<file path="config.mk">
export PLATFORM = sky130hd
export DESIGN_NAME = airi5c_alu_b_arbiter
export DESIGN_NICKNAME = d
export VERILOG_FILES = /design/src/rtl/airi5c_alu_b_arbiter.sv
export SDC_FILE = /design/constraint.sdc
export NUM_CORES = 1
export LEC_CHECK = 0
export ABC_AREA = 0
export ABC_CLOCK_PERIOD_IN_PS = 4900
export CORE_ASPECT_RATIO = 0.75
export CORE_UTILIZATION = 35
export CTS_BUF_LIST = sky130_fd_sc_hd__clkbuf_4
export DETAILED_ROUTE_END_ITERATION = 6
export GPL_ROUTABILITY_DRIVEN = 0
export PLACE_DENSITY = 0.87
export REMOVE_ABC_BUFFERS = 1
export SLEW_MARGIN = 25
export SYNTH_ARGS = -nofsm -noshare
export SYNTH_HDL_FRONTEND = slang
export SYNTH_SLANG_ARGS = --single-unit
</file>
<file path="constraint.sdc">
create_clock -name clk_i -period 4.9 [get_ports clk_i]
set_input_delay 0.98 -clock clk_i [delete_from_list [all_inputs] [get_ports clk_i]]
set_output_delay 0.98 -clock clk_i [all_outputs]
set_load 0.03 [all_outputs]
</file>
<file path="src/rtl/airi5c_alu_b_arbiter.sv">
// Operand-B path arbiter: execute stage vs. one auxiliary requester.
// Pipeline has priority; a wait counter forces a slot to bound starvation.
`ifndef XPR_LEN
`define XPR_LEN 32
`endif
`ifndef SRC_B_SEL_WIDTH
`define SRC_B_SEL_WIDTH 2
`endif
`ifndef SRC_B_RS2
`define SRC_B_RS2 2'd0
`endif
`ifndef SRC_B_IMM
`define SRC_B_IMM 2'd1
`endif
`ifndef SRC_B_FOUR
`define SRC_B_FOUR 2'd2
`endif
`ifndef SRC_B_ZERO
`define SRC_B_ZERO 2'd3
`endif

module airi5c_alu_b_arbiter #(
  parameter int MAX_WAIT = 4
) (
  input  logic                        clk_i,
  input  logic                        rst_i,
  input  logic                        pipe_req_i,
  input  logic [`SRC_B_SEL_WIDTH-1:0] pipe_src_b_sel_i,
  input  logic [`XPR_LEN-1:0]         pipe_imm_i,
  input  logic                        pipe_was_compressed_i,
  output logic                        pipe_stall_o,
  input  logic                        aux_req_i,
  input  logic [`XPR_LEN-1:0]         aux_op_b_i,
  output logic                        aux_gnt_o,
  output logic                        aux_rvalid_o,
  output logic [`XPR_LEN-1:0]         aux_result_o,
  input  logic [`XPR_LEN-1:0]         alu_out_i,
  output logic [`SRC_B_SEL_WIDTH-1:0] src_b_sel_o,
  output logic [`XPR_LEN-1:0]         imm_o,
  output logic                        was_compressed_o
);

  typedef enum logic [1:0] {
    IDLE  = 2'd0,
    AUX   = 2'd1,
    FORCE = 2'd2
  } state_t;

  localparam logic [3:0] LAST = 4'(MAX_WAIT - 1);

  state_t     state_q, state_d;
  logic [3:0] wait_q, wait_d;
  logic       gnt;
  logic       both;

  assign both = aux_req_i & pipe_req_i;

  // Waiting cycles in AUX count too, so the bound holds across back-to-back use.
  always_comb begin
    state_d = state_q;
    wait_d  = wait_q;
    gnt     = 1'b0;
    unique case (state_q)
      IDLE: begin
        gnt = aux_req_i & ~pipe_req_i;
        if (gnt) begin
          state_d = AUX;
          wait_d  = 4'd0;
        end else if (both && wait_q >= LAST) begin
          state_d = FORCE;
        end else if (both) begin
          wait_d = wait_q + 4'd1;
        end else begin
          wait_d = 4'd0;
        end
      end
      AUX: begin
        gnt = aux_req_i & ~pipe_req_i;
        if (gnt) begin
          wait_d = 4'd0;
        end else begin
          state_d = IDLE;
          wait_d  = both ? wait_q + 4'd1 : 4'd0;
        end
      end
      FORCE: begin
        gnt     = aux_req_i;
        state_d = AUX;
        wait_d  = 4'd0;
      end
      default: begin
        state_d = IDLE;
        wait_d  = 4'd0;
      end
    endcase
  end

  assign aux_gnt_o        = gnt;
  assign pipe_stall_o     = gnt & pipe_req_i;
  assign src_b_sel_o      = gnt ? `SRC_B_IMM : pipe_src_b_sel_i;
  assign imm_o            = gnt ? aux_op_b_i : pipe_imm_i;
  assign was_compressed_o = gnt ? 1'b0 : pipe_was_compressed_i;

  always_ff @(posedge clk_i or posedge rst_i) begin
    if (rst_i) begin
      state_q <= IDLE;
      wait_q  <= 4'd0;
    end else begin
      state_q <= state_d;
      wait_q  <= wait_d;
    end
  end

  always_ff @(posedge clk_i or posedge rst_i) begin
    if (rst_i) begin
      aux_rvalid_o <= 1'b0;
      aux_result_o <= '0;
    end else begin
      aux_rvalid_o <= gnt;
      if (gnt) aux_result_o <= alu_out_i;
    end
  end

endmodule
</file>
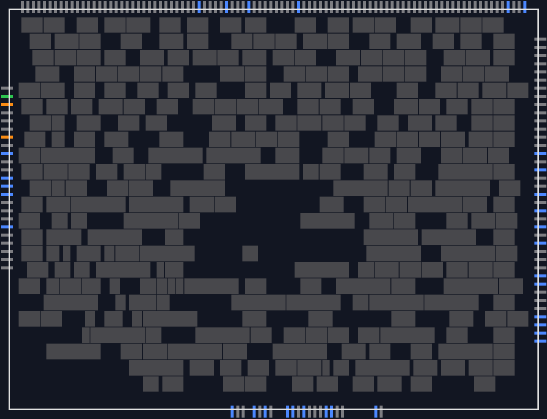
*Pin map*
Drawn at 6 px/um. Pins as bars across the die edge, other pins in grey.
[green] `was_compressed_o` | pins: 1 | direction: output | edge: left
[orange] `src_b_sel_o` | pins: 2 | direction: output | edge: left
[blue] `alu_out_i` | pins: 32 | direction: input | edge: 12 right, 9 bottom, 6 top, 5 left
Port Buffers: 172
die width: 87.9 um

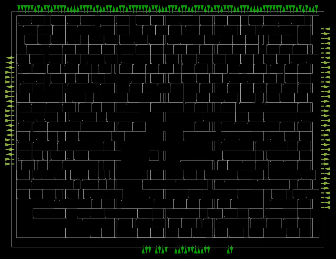
*Cell placement*
Core Footprint: 5320 um2
fin util: 70.7%
fillcell total: 380
Tap Cells: 75
row cnt: 23

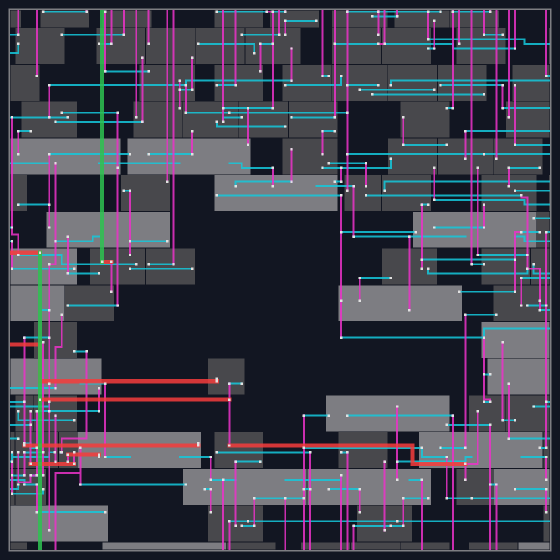
*Layout detail*
Window x 24 to 64, y 13 to 53 um. Cells in grey, sequential cells in the stronger grey; small squares are vias.
[red] M3
[magenta] M2
[cyan] M1
[green] M4
sequential cells in the window: 16
most frequent: clkdlybuf4s50_1 (27), dfrtp_1 (16), mux2_2 (10)
cells with their middle in the window: 68
netlist names of flops here include: `aux_result_o` (13), `wait_q` (3)

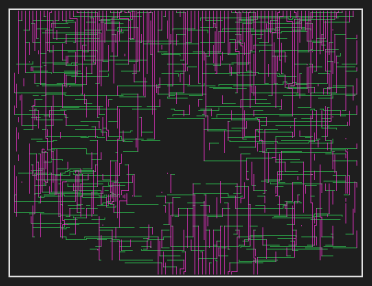
*Routed metal, one colour a layer*
Drawn at 4 px/um. Two of the layers only.
[magenta] M2 | wire length: 2,910 um
[green] M1 | wire length: 2,460 um
WL/cell: 15.3 um
vias: 1,795

-- worst max-delay path: stages --
cell,delay (ps)
clkdlybuf4s50_1,520
nor2_1,80
o21ai_4,120
buf_4,450
mux2_2,410
clkdlybuf4s50_1,600
-- path summary, 6_finish.rpt --
check | start | end | slack (ps) | cells after the start
setup / recovery | pipe_req_i | imm_o[2] | 740 | 6
max in group asynchronous | rst_i | aux_result_o[2] | 3480 | 3
hold / removal | aux_result_o[20] | aux_result_o[20] | 500 | 1
setup reg to reg | state_q[1] | aux_result_o[1] | 2930 | 5
hold reg to reg | aux_result_o[20] | aux_result_o[20] | 500 | 1
min in group asynchronous | rst_i | aux_result_o[15] | 1060 | 3
-- state kept, by name, summed over array words and instances, names as in the netlist --
| register | count |
|---|---|
| aux_result_o | 32 |
| aux_rvalid_o | 1 |
| wait_q | 4 |
| state_q | 2 |
-- cell type report --
type                       instances  area [um2]
inverter                           2        7.51
timing repair buffer             176        1750
clock buffer                       6        45.0
multi-input combinational         89         890
tap                               75        93.8
sequential                        39         976
fill                             380        1560
-- power by group --
part	internal (W)	total [W]	leakage [nW]	switching (W)
clock network	0.0000566	0.000148	0.0276	0.0000912
registers	0.000363	0.000385	0.470	0.0000220
logic	0.000226	0.000432	1.03	0.000205
-- kinds of logic after synthesis --
family	after synthesis	synth area share, %
mux	64	37.2
flops	39	50.4
simple gates	18	5.43
buf+inv	9	3.68
compound gates	4	1.74
xor+xnor	2	0.905
fa+ha+maj	1	0.646
-- placed cells by master, fill, tap and decap left out --
master / count
and2_1: 2
mux2_1: 16
nand3b_1: 1
nor2_1: 3
dfrtp_1: 39
o21a_1: 1
o21ai_4: 1
a21oi_1: 1
and3_1: 1
nor2b_2: 1
nor3_1: 4
buf_4: 4
nand2b_1: 1
mux2_2: 48
o21ai_0: 1
or3b_2: 1
nand2_1: 1
ha_1: 1
or2_2: 1
nand4_1: 1
clkdlybuf4s50_1: 172
clkbuf_4: 6
inv_1: 2
xor2_1: 2
nor3b_1: 1
-- metrics by stage --
| stage | instances | total power (W) | setup WS, ps | util, % |
|---|---|---|---|---|
| floorplan | 130 | 0.000598 | 1270 | - |
| global placement | 381 | 0.000818 | 772 | 69.8 |
| detailed placement | 381 | 0.000826 | 735 | 69.8 |
| CTS | 387 | 0.000976 | 731 | 70.7 |
| global route | 387 | 0.00101 | 653 | 70.7 |
| finish | 387 | 0.000965 | 744 | 70.7 |
-- metal layers --
layer / GRT usage [%] / routed length (um) / up-vias
li1: - / - / 837
met1: 26.4 / 2460 / 871
met2: 30.6 / 2910 / 82
met3: 6.49 / 500 / 5
met4: 5.12 / 52 / 0
met5: 0 / 0 / -
==> flow_summary.ini <==
; implementation run metrics
[synth]
top_area_cell = dfrtp_1
synth_area_um2 = 1940
yosys_cells = 137
ys_ff = 39
synthCells = 137
synthDistinctLibCells = 24
async_flop_share_pct = 100
edf_count = 0
top_cell_area_share_pct = 50.4
top_cells_by_area = dfrtp_1, mux2_2, mux2_1
top_cell = mux2_2
ys_area_um2 = 1940
avgSynthCellArea_um2 = 14.1
yosysWarnings = 0
ys_seq_share_pct = 50.4
ff_type = dfrtp_1
top_cells_by_count = mux2_2, dfrtp_1, mux2_1, buf_4, nor3_1

[critical_path]
crit_path_end_kind = output port
cp-start-kind = input pin
crit_fanout = 42
path_class = in2out
worst_ep_arrival_time_ps = 3180
required_ps = 3920

[cells_and_area]
drive_gt1_share_pct = 19.9
fin_nets = 417
final_design_area_no_fill_um2 = 3760
area_growth_pct = 94.3
diodes = 0

[timing]
rsz0062_at_grt = no
final_hold_viol_count = 0
max_freq_mhz = 241
finalSetupViolations = 0
max_slew_margin_pct = 66.6
hold_ws_ps = 500
min_period_over_period_pct = 84.8
slew_violations = 0
worst_slew_pin_slew_ps = 501
final.min_clock_period_ps = 4160
tns_ps = 0
clock_skew_ps = 6.60

[power]
pwr_density_cell_nw_per_um2 = 256
p_leak_nw = 1.53
peakVddDrop_mv = 0.157

[job]
log.warning_count = 25
cap_violations = 0

[clocking]
cts.reportedPaths.clkPinSlew_ps = 100
cts_tree = yes
cts-hold-fix-buffers = 0
h-tree-depth = 2
cts_resized = 0
clk_path_buf_depth = 2
clock-root-buffer = clkbuf_4
post_cts_buffers = 0
cts_sinks = 39
clock_latency_ps = 330
cts_buffers = 5

[die]
initCoreUtil_pct = 36.4
io_pins = 173
chip_area_um2 = 5840

[routing]
first_iter_violations = 37
ant_nets = 0
drt-pass1-iter-count = 4
remaining_drc_errors = 0
wirelength_um = 5930
via_per_inst = 4.64

[global_routing]
grt_pass1_wl_um = 8710
antenna_found_initial = 0
overflow = 0
grt_usage_pct = 19.8
grt_max_degree = 43
first_global_vias = 1737

[place]
dp_hpwl_um = 4720
post_dp_cell_area_um2 = 3720

[hold_path]
min-delay-path-class = reg2reg

[run_status]
status = complete, no violations
Power and IR drop assume default switching activity.
